**src/rtl/seq_alu_pkg.sv**
```systemverilog
// Shared opcodes, FSM states and helpers for the sequential ALU.
package alu_pkg;

  localparam logic [2:0] OP_ADD = 3'b000;
  localparam logic [2:0] OP_SUB = 3'b001;
  localparam logic [2:0] OP_MUL = 3'b010;
  localparam logic [2:0] OP_DIV = 3'b011;
  localparam logic [2:0] OP_MOD = 3'b100;

  typedef enum logic [1:0] {
    S_IDLE = 2'd0,
    S_EXEC = 2'd1,
    S_DIV  = 2'd2,
    S_DONE = 2'd3
  } state_e;

  function automatic logic is_div_op(input logic [2:0] op);
    return (op == OP_DIV) || (op == OP_MOD);
  endfunction

endpackage

```
**src/rtl/seq_alu_if.sv**
```systemverilog
// Request/response bus between the operand generator, the ALU and the answer checker.
interface seq_alu_if #(
  parameter int unsigned WIDTH = 8
) ();

  logic             in_valid;
  logic             in_ready;
  logic [WIDTH-1:0] operand1;
  logic [WIDTH-1:0] operand2;
  logic [2:0]       operation;
  logic             out_valid;
  logic             out_ready;
  logic [WIDTH-1:0] result;
  logic             div_by_zero;
  logic             bad_op;

  modport master (
    output in_valid, operand1, operand2, operation, out_ready,
    input  in_ready, out_valid, result, div_by_zero, bad_op
  );

  modport slave (
    input  in_valid, operand1, operand2, operation, out_ready,
    output in_ready, out_valid, result, div_by_zero, bad_op
  );

endinterface

```
**src/rtl/seq_alu_divider.sv**
```systemverilog
// Restoring divider, one quotient bit per cycle; the start cycle already
// resolves the first bit so the result is ready WIDTH-1 cycles later.
module iter_divider #(
  parameter int unsigned WIDTH = 8
) (
  input  logic             clk,
  input  logic             rst,
  input  logic             start_i,
  input  logic [WIDTH-1:0] dividend_i,
  input  logic [WIDTH-1:0] divisor_i,
  output logic             busy_o,
  output logic             done_o,
  output logic [WIDTH-1:0] quotient_o,
  output logic [WIDTH-1:0] remainder_o
);

  localparam int unsigned CNT_W = $clog2(WIDTH + 1);

  logic [WIDTH:0]     rem_q, rem_d;
  logic [WIDTH-1:0]   quo_q, quo_d;
  logic [WIDTH-1:0]   dvs_q;
  logic [CNT_W-1:0]   cnt_q;
  logic               busy_q, done_q;

  logic [WIDTH:0]     src_rem, shifted, trial;
  logic [WIDTH-1:0]   src_quo, src_dvs;

  // One restoring step; a set MSB of the trial difference means it went negative.
  always_comb begin
    src_rem = start_i ? '0 : rem_q;
    src_quo = start_i ? dividend_i : quo_q;
    src_dvs = start_i ? divisor_i : dvs_q;
    shifted = {src_rem[WIDTH-1:0], src_quo[WIDTH-1]};
    trial   = shifted - {1'b0, src_dvs};
    rem_d   = trial[WIDTH] ? shifted : trial;
    quo_d   = {src_quo[WIDTH-2:0], ~trial[WIDTH]};
  end

  always_ff @(posedge clk or posedge rst) begin
    if (rst) begin
      rem_q  <= '0;
      quo_q  <= '0;
      dvs_q  <= '0;
      cnt_q  <= '0;
      busy_q <= 1'b0;
      done_q <= 1'b0;
    end else begin
      done_q <= 1'b0;
      if (start_i) begin
        rem_q  <= rem_d;
        quo_q  <= quo_d;
        dvs_q  <= divisor_i;
        cnt_q  <= CNT_W'(WIDTH - 1);
        busy_q <= 1'b1;
      end else if (busy_q) begin
        rem_q <= rem_d;
        quo_q <= quo_d;
        cnt_q <= cnt_q - CNT_W'(1);
        if (cnt_q == CNT_W'(1)) begin
          busy_q <= 1'b0;
          done_q <= 1'b1;
        end
      end
    end
  end

  assign busy_o      = busy_q;
  assign done_o      = done_q;
  assign quotient_o  = quo_q;
  assign remainder_o = rem_q[WIDTH-1:0];

endmodule

```
**src/rtl/seq_alu.sv**
```systemverilog
// Valid/ready ALU: single-cycle add/sub/mul, iterative div/mod, registered result and flags.
module seq_alu
  import alu_pkg::*;
#(
  parameter int unsigned WIDTH = 8
) (
  input  logic    clk,
  input  logic    rst,
  seq_alu_if.slave bus_io
);

  state_e           state_q;
  logic [WIDTH-1:0] op1_q, op2_q;
  logic [2:0]       op_q;
  logic [WIDTH-1:0] result_q;
  logic             dbz_q, bad_q, out_valid_q, in_ready_q;

  logic             accept_c, div_start_c;
  logic             div_busy, div_done;
  logic [WIDTH-1:0] div_quo, div_rem;

  assign accept_c    = bus_io.in_valid && in_ready_q;
  assign div_start_c = accept_c && is_div_op(bus_io.operation) && (bus_io.operand2 != '0);

  iter_divider #(.WIDTH(WIDTH)) u_div (
    .clk         (clk),
    .rst         (rst),
    .start_i     (div_start_c),
    .dividend_i  (bus_io.operand1),
    .divisor_i   (bus_io.operand2),
    .busy_o      (div_busy),
    .done_o      (div_done),
    .quotient_o  (div_quo),
    .remainder_o (div_rem)
  );

  always_ff @(posedge clk or posedge rst) begin
    if (rst) begin
      state_q     <= S_IDLE;
      op1_q       <= '0;
      op2_q       <= '0;
      op_q        <= OP_ADD;
      result_q    <= '0;
      dbz_q       <= 1'b0;
      bad_q       <= 1'b0;
      out_valid_q <= 1'b0;
      in_ready_q  <= 1'b1;
    end else begin
      case (state_q)
        S_IDLE: begin
          if (accept_c) begin
            op1_q      <= bus_io.operand1;
            op2_q      <= bus_io.operand2;
            op_q       <= bus_io.operation;
            dbz_q      <= 1'b0;
            bad_q      <= 1'b0;
            in_ready_q <= 1'b0;
            state_q    <= div_start_c ? S_DIV : S_EXEC;
          end
        end
        S_EXEC: begin
          // Division ops only land here with a zero divisor.
          case (op_q)
            OP_ADD:  result_q <= op1_q + op2_q;
            OP_SUB:  result_q <= op1_q - op2_q;
            OP_MUL:  result_q <= op1_q * op2_q;
            OP_DIV, OP_MOD: begin
              result_q <= '0;
              dbz_q    <= 1'b1;
            end
            default: begin
              result_q <= '0;
              bad_q    <= 1'b1;
            end
          endcase
          out_valid_q <= 1'b1;
          state_q     <= S_DONE;
        end
        S_DIV: begin
          if (div_done && !div_busy) begin
            result_q    <= (op_q == OP_DIV) ? div_quo : div_rem;
            out_valid_q <= 1'b1;
            state_q     <= S_DONE;
          end
        end
        S_DONE: begin
          if (bus_io.out_ready) begin
            out_valid_q <= 1'b0;
            in_ready_q  <= 1'b1;
            state_q     <= S_IDLE;
          end
        end
        default: state_q <= S_IDLE;
      endcase
    end
  end

  assign bus_io.in_ready    = in_ready_q;
  assign bus_io.out_valid   = out_valid_q;
  assign bus_io.result      = result_q;
  assign bus_io.div_by_zero = dbz_q;
  assign bus_io.bad_op      = bad_q;

endmodule
```
**src/flat_wrapper.sv**
```systemverilog
// flat-port wrapper written by rule: the top's interface ports become plain ports
module seq_alu_flat import alu_pkg::*;
#(
  parameter int unsigned WIDTH = 8
)
  (clk, rst, bus_io_in_valid, bus_io_operand1, bus_io_operand2, bus_io_operation, bus_io_out_ready, bus_io_in_ready, bus_io_out_valid, bus_io_result, bus_io_div_by_zero, bus_io_bad_op);
  seq_alu_if #(.WIDTH(WIDTH)) bus_io_i ();
  input  logic clk;
  input  logic rst;
  input wire logic [$bits(bus_io_i.in_valid)-1:0] bus_io_in_valid;
  input wire logic [$bits(bus_io_i.operand1)-1:0] bus_io_operand1;
  input wire logic [$bits(bus_io_i.operand2)-1:0] bus_io_operand2;
  input wire logic [$bits(bus_io_i.operation)-1:0] bus_io_operation;
  input wire logic [$bits(bus_io_i.out_ready)-1:0] bus_io_out_ready;
  output wire logic [$bits(bus_io_i.in_ready)-1:0] bus_io_in_ready;
  output wire logic [$bits(bus_io_i.out_valid)-1:0] bus_io_out_valid;
  output wire logic [$bits(bus_io_i.result)-1:0] bus_io_result;
  output wire logic [$bits(bus_io_i.div_by_zero)-1:0] bus_io_div_by_zero;
  output wire logic [$bits(bus_io_i.bad_op)-1:0] bus_io_bad_op;
  assign bus_io_i.in_valid = bus_io_in_valid;
  assign bus_io_i.operand1 = bus_io_operand1;
  assign bus_io_i.operand2 = bus_io_operand2;
  assign bus_io_i.operation = bus_io_operation;
  assign bus_io_i.out_ready = bus_io_out_ready;
  assign bus_io_in_ready = bus_io_i.in_ready;
  assign bus_io_out_valid = bus_io_i.out_valid;
  assign bus_io_result = bus_io_i.result;
  assign bus_io_div_by_zero = bus_io_i.div_by_zero;
  assign bus_io_bad_op = bus_io_i.bad_op;
  seq_alu #(.WIDTH(WIDTH)) u_core (.clk(clk), .rst(rst), .bus_io(bus_io_i));
endmodule
```
**config.mk**
```make
export PLATFORM = sky130hd
export DESIGN_NAME = seq_alu_flat
export DESIGN_NICKNAME = d
export VERILOG_FILES = /design/src/rtl/seq_alu_pkg.sv /design/src/rtl/seq_alu_if.sv /design/src/rtl/seq_alu_divider.sv /design/src/rtl/seq_alu.sv /design/src/flat_wrapper.sv
export SDC_FILE = /design/constraint.sdc
export NUM_CORES = 1
export LEC_CHECK = 0
export CAP_MARGIN = 40
export CORE_UTILIZATION = 45
export DETAILED_ROUTE_END_ITERATION = 12
export GPL_TIMING_DRIVEN = 0
export PLACE_DENSITY = 0.62
export RECOVER_POWER = 50
export SLEW_MARGIN = 20
export SYNTH_ARGS = -nofsm -noshare
export SYNTH_HDL_FRONTEND = slang
export SYNTH_SLANG_ARGS = --single-unit
```
**constraint.sdc**
```tcl
create_clock -name clk -period 8.7 [get_ports clk]
set_input_delay 2.61 -clock clk [delete_from_list [all_inputs] [get_ports clk]]
set_output_delay 2.61 -clock clk [all_outputs]
set_load 0.03 [all_outputs]
```
Fig. 1: run 1, zoomed window
Scale bar: 5 um. Window x 43 to 63, y 65 to 85 um. Cells in grey, sequential cells in the stronger grey; small squares are vias.
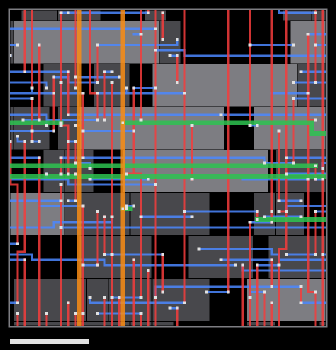
layer	colour
metal 2	red
metal 4	orange
metal 3	green
metal 1	blue
netlist names of flops here include	`u_core.u_div.rem_q` (3), `u_core.u_div.quotient_o` (2)
sequential cells in the window	5
most frequent	nand2_1 (5), dfrtp_1 (5)
cells with their middle in the window	24

Fig. 2: run 1, I/O pins on the die edge
Scale bar: 20 um. Pins as bars across the die edge, other pins in grey.
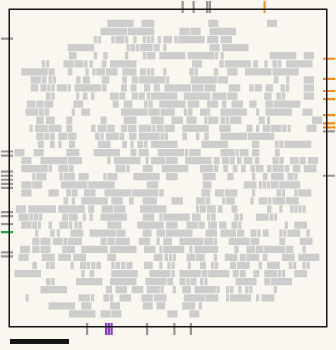
port	colour	pins	direction	edge
`bus_io_operation`	purple	3	input	bottom
`bus_io_result`	orange	8	output	7 right, 1 top
`bus_io_out_valid`	green	1	output	left

Fig. 3: run 1, logic cells by family
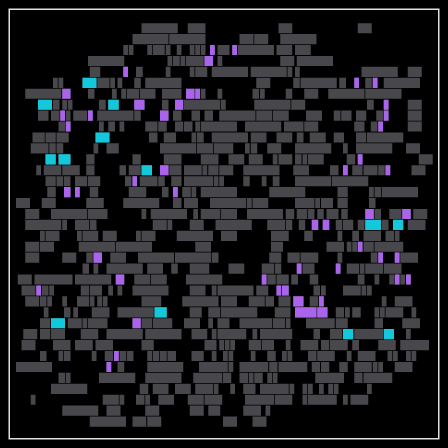
family	colour	cells
NOR gates	purple	50
AND-OR and OR-AND gates	cyan	13

==> results_slide.txt, run 1 <==
Key Metrics from the Run

Outcome
  – Status: finished with violations
  – Failing checks: max-capacitance violations, max-slew violations

STA
  – Fin crit period: 6470 ps
  – Max Slew Vio Count: 55
  – Worst Skew: approximately 14 ps
  – Worst rel slew slack: -96.5%

Global routing
  – GR Util met1: 30.9%
  – GRT Overall Usage: 22.8%
  – Vias in the first global route: between 3,000 and 4,000

Worst hold path
  – Worst min path class: reg -> reg
  – Hold path cells: 2
  – Hold Path Sink: u_core.u_div.dvs_q[0]$_DFF_PP0_

Layout
  – Commonest cells after routing, fill and taps aside: nand2_1 (65), dfrtp_1 (62), inv_1 (51)
  – Fillers: 1,014
  – Nets: 652
  – Layout cells sized above 1: 11.0%

Yosys
  – Yosys stat cell total: between 500 and 600
  – Top cell area share: 31.6%
  – Gate count of the mapped netlist: around 530
  – Yosys stat area: 4920 um^2
  – Cell taking the most area after synthesis: dfrtp_1
  – Post-synth design cell area: ~4900 um^2
  – Unique masters post-synth: 63
  – Syn nets: 606

Floorplan
  – Die area: between 10,000 and 15,000 um^2
  – Die Width: 107 um
  – Boundary pin count: 35

Worst setup path
  – Reg2Reg Depth: 15
  – Buf+Inv Stages, Crit Path: 4
  – CP max stage delay: ~500 ps
  – CP Launch Point: bus_io_operand2[2]
  – CP Cell Sequence: clkdlybuf4s50_1 > nor4_1 > nand2_1 > and3b_1 > clkbuf_1 > clkbuf_1 > nand2_1 > nand2_1 > ha_1 > fa_1 > nor2b_1 > o21a_1 > o21ai_1 > a31oi_2 > buf_2 > mux2i_1 > nand2_1 > o211a_1

Job
  – Max-cap viol count: 1

Detailed routing
  – Wire per inst: 16.5 um
  – Antenna-violating nets left: 0

CTS
  – Setup bufs post-CTS: 0
  – Clock sink total: 63
  – CTS H-tree depth: 3
[run 1: worst reg2reg max path, cell delays in order (launching register included)]
cell and delay [ps]:
dfrtp_1 570, nand2_1 140, fa_1 470, fa_1 550
inv_1 60, fa_1 470, inv_1 50, fa_1 540
inv_1 50, ha_1 310, a21oi_1 160, xnor3_1 230
xnor3_1 390, nor4b_2 280, o21ai_1 130, a31oi_1 170
[run 1: cell families (layout without fill, tap and decap cells)]
kind of cell             after synthesis  after routing  share of synthesized area [%]
AND/OR/NAND/NOR                      158            158                           15.6
AND-OR/OR-AND                        103            103                           13.5
buffers and inverters                 73            124                           6.54
flip-flops                            63             63                           32.1
adder cells (fa/ha/maj)               54             54                           15.9
multiplexers                          46             46                           10.1
XOR/XNOR                              32             32                           6.26
[run 1: layer usage]
layer	up-vias	part of all wire, %	wire (um)
li1	1897	-	-
met1	1899	47	5610
met2	74	45	5380
met3	24	4.3	506
met4	0	2.8	333
met5	-	0	0
[run 1: power breakdown]
part           total (mW)  internal (mW)  switching (mW)
clock               0.227          0.104           0.124
sequential          0.293          0.293               0
combinational      0.0203        0.00933          0.0110
total               0.540          0.406           0.135
[run 1: through the flow]
step / setup slack (ps) / hold WS (ps) / area [um^2] / cells / utilization [%]
after global placement: 1890 / 462 / 5430 / 699 / 51.9
after detailed placement: 1910 / 477 / 5460 / 700 / 52.2
after CTS: 2250 / 489 / 5630 / 716 / 53.8
final: 2230 / 482 / 5600 / 716 / 53.5
after global routing: 1950 / 537 / 5600 / 716 / 53.5
after floorplan: 3020 / 446 / 4920 / 529 / -
[run 1: cell type report]
cell class	instances	share of cell area, %
buffer	21	2.12
clock buffer	9	2.21
clock inverter	7	0.872
inverter	52	3.51
multi-input combinational	393	53.9
sequential	63	28.2
tap	136	3.04
timing repair buffer	35	6.15
Fig. 4: run 1, clock routing
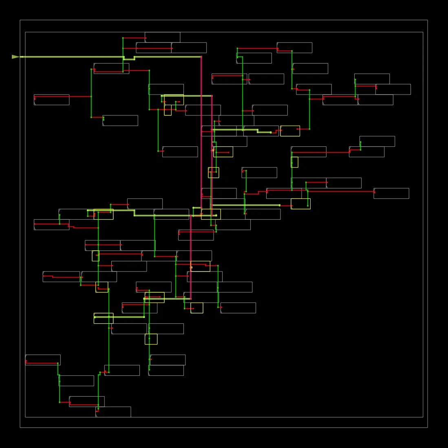

## Run 2: what changed since run 1
- PLACE_DENSITY: 0.62 -> 0.64
- clock period: 8.7 -> 5.58 ns (I/O delays scaled with it)
Fig. 5: run 2, clock routing
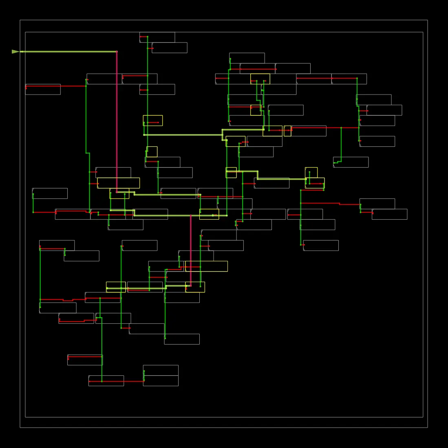
Seq Cell Count: 63
Worst Skew: 13.0 ps
Inserted Clock Buffers: 9
Latency at later pin: 350 ps

Fig. 6: run 2, logic cells by family
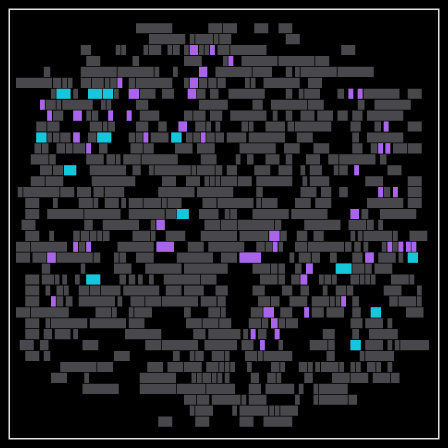
family	colour	cells
AND-OR and OR-AND gates	cyan	13
NOR gates	purple	50

==> results_slide.txt, run 2 <==
Key Metrics from the Run

Outcome
  – Status: finished with violations
  – Failing checks: max-capacitance violations, max-slew violations

Worst hold path
  – Hold Path Sink: u_core.u_div.dvs_q[0]$_DFF_PP0_
  – Hold path cells: 2

Yosys
  – Post-synth design cell area: 4920 um^2
  – Syn nets: 606
  – Unique masters post-synth: around 63
  – Gate count of the mapped netlist: 529
  – Yosys stat area: a little under 5000 um^2
  – Yosys stat cell total: 529
  – Cell taking the most area after synthesis: dfrtp_1

Floorplan
  – Die area: roughly 11,000 um^2
  – Boundary pin count: 35
  – Die Width: between 100 and 150 um

Power and ir drop
  – Clock share of power: 47.5%
  – Seq. pwr: between 0.4 and 0.5 mW
  – Sw Share: 22.5%
  – Pwr Total: 0.932 mW
  – Clock Power: 0.443 mW
  – Top Consumer: registers
  – Logic pwr share: 3.5%
  – Seq pwr share: 49.0%
  – Cell Int Power: between 0.7 and 0.8 mW
  – Net Sw Power: between 0.2 and 0.25 mW
  – Power Combinational: 0.0330 mW

Worst setup path
  – Buf+Inv Stages, Crit Path: 4
  – CP max-delay cell: clkdlybuf4s50_1
  – Reg2Reg Depth: 15
  – CP Cell Sequence: clkdlybuf4s50_1 > nor4_2 > nand2_1 > and3b_1 > clkbuf_1 > buf_2 > nand2_1 > nand2_1 > ha_1 > fa_1 > nor2b_1 > o21a_1 > o21ai_1 > a31oi_4 > clkbuf_4 > mux2i_1 > nand2_1 > o211a_1
  – Critical Path AT: 5640 ps

STA
  – Fin crit period: 5400 ps
  – Crit share post-route: 96.8%
  – Worst rel slew slack: -96.1%
  – Worst Tran Pin Value: 2940 ps
  – Max Slew Vio Count: between 50 and 60
  – Final Hold Vio Count: 0

Layout
  – Nets: 655
  – Fillers: 995
  – Final Non-Filler Cells: 719
  – Commonest cells after routing, fill and taps aside: nand2_1 (65), dfrtp_1 (62), inv_1 (51)
  – Post-route cell area: between 5000 and 6000 um^2
  – Fin util: between 50% and 60%
  – Layout cells sized above 1: between 10% and 20%

Detailed routing
  – Wire length on met2: just under 6 mm
  – M1 WL: 5.80 mm
  – WL final: 12.2 mm
  – Wire per inst: 17.0 um
  – DR WL met3: about 530 um
  – Highest metal used: met4

Placed design
  – Inst Count DP: 700
  – Placed cell areas: 5460 um^2

Job
  – Max-cap viol count: 1

CTS
  – CTS H-tree depth: 3
  – Clock sink total: 63

Global routing
  – GR Util met1: 32.0%
  – Grt total ovfl: 0
  – GRT Overall Usage: 23.3%
run 2: cell counts after synthesis:
No cell type changed its count.
run 2: how the worst max path moves through the flow:
| stage | cells after the start | end | slack (ps) | start |
|---|---|---|---|---|
| floorplan | 17 | u_core.u_div.rem_q[6]$_DFFE_PP0P_ | 840 | bus_io_operand2[7] |
| global placement | 18 | u_core.u_div.rem_q[6]$_DFFE_PP0P_ | -400 | bus_io_operand2[7] |
| detailed placement | 18 | u_core.u_div.rem_q[6]$_DFFE_PP0P_ | -380 | bus_io_operand2[7] |
| CTS | 18 | u_core.u_div.rem_q[6]$_DFFE_PP0P_ | 90 | bus_io_operand2[1] |
| global route | 18 | u_core.u_div.rem_q[6]$_DFFE_PP0P_ | -30 | bus_io_operand2[7] |
| finish | 18 | u_core.u_div.rem_q[6]$_DFFE_PP0P_ | 180 | bus_io_operand2[7] |
run 2: cell type report:
| cell class | count | area [um^2] | share of cell area (%) |
|---|---|---|---|
| Timing Repair Buffer | 38 | 364 | 6.40 |
| Sequential cell | 63 | 1580 | 27.7 |
| Inverter | 52 | 196 | 3.45 |
| Tap cell | 136 | 170 | 2.99 |
| Buffer | 21 | 125 | 2.20 |
| Clock buffer | 9 | 124 | 2.18 |
| Clock inverter | 7 | 96.3 | 1.69 |
| Multi-Input combinational cell | 393 | 3030 | 53.3 |
run 2: what timing repair did:
item,4_1_cts,5_1_grt
pin swaps,0,1
endpoints found under the hold margin,0,0
endpoints found under the setup margin,1,7
buffers inserted,0,2
cloned,0,0
gates resized,1,6
run 2: logic make-up after synthesis:
group | count (synthesis) | synth area share, %
and+or+nand+nor | 158 | 15.6
AOI/OAI and AO/OA | 103 | 13.5
buffers and inverters | 73 | 6.54
DFF | 63 | 32.1
adders and majority gates | 54 | 15.9
muxes | 46 | 10.1
xor gates and xnor gates | 32 | 6.26
No activity file was given, so power comes from the tool's default toggle rates.
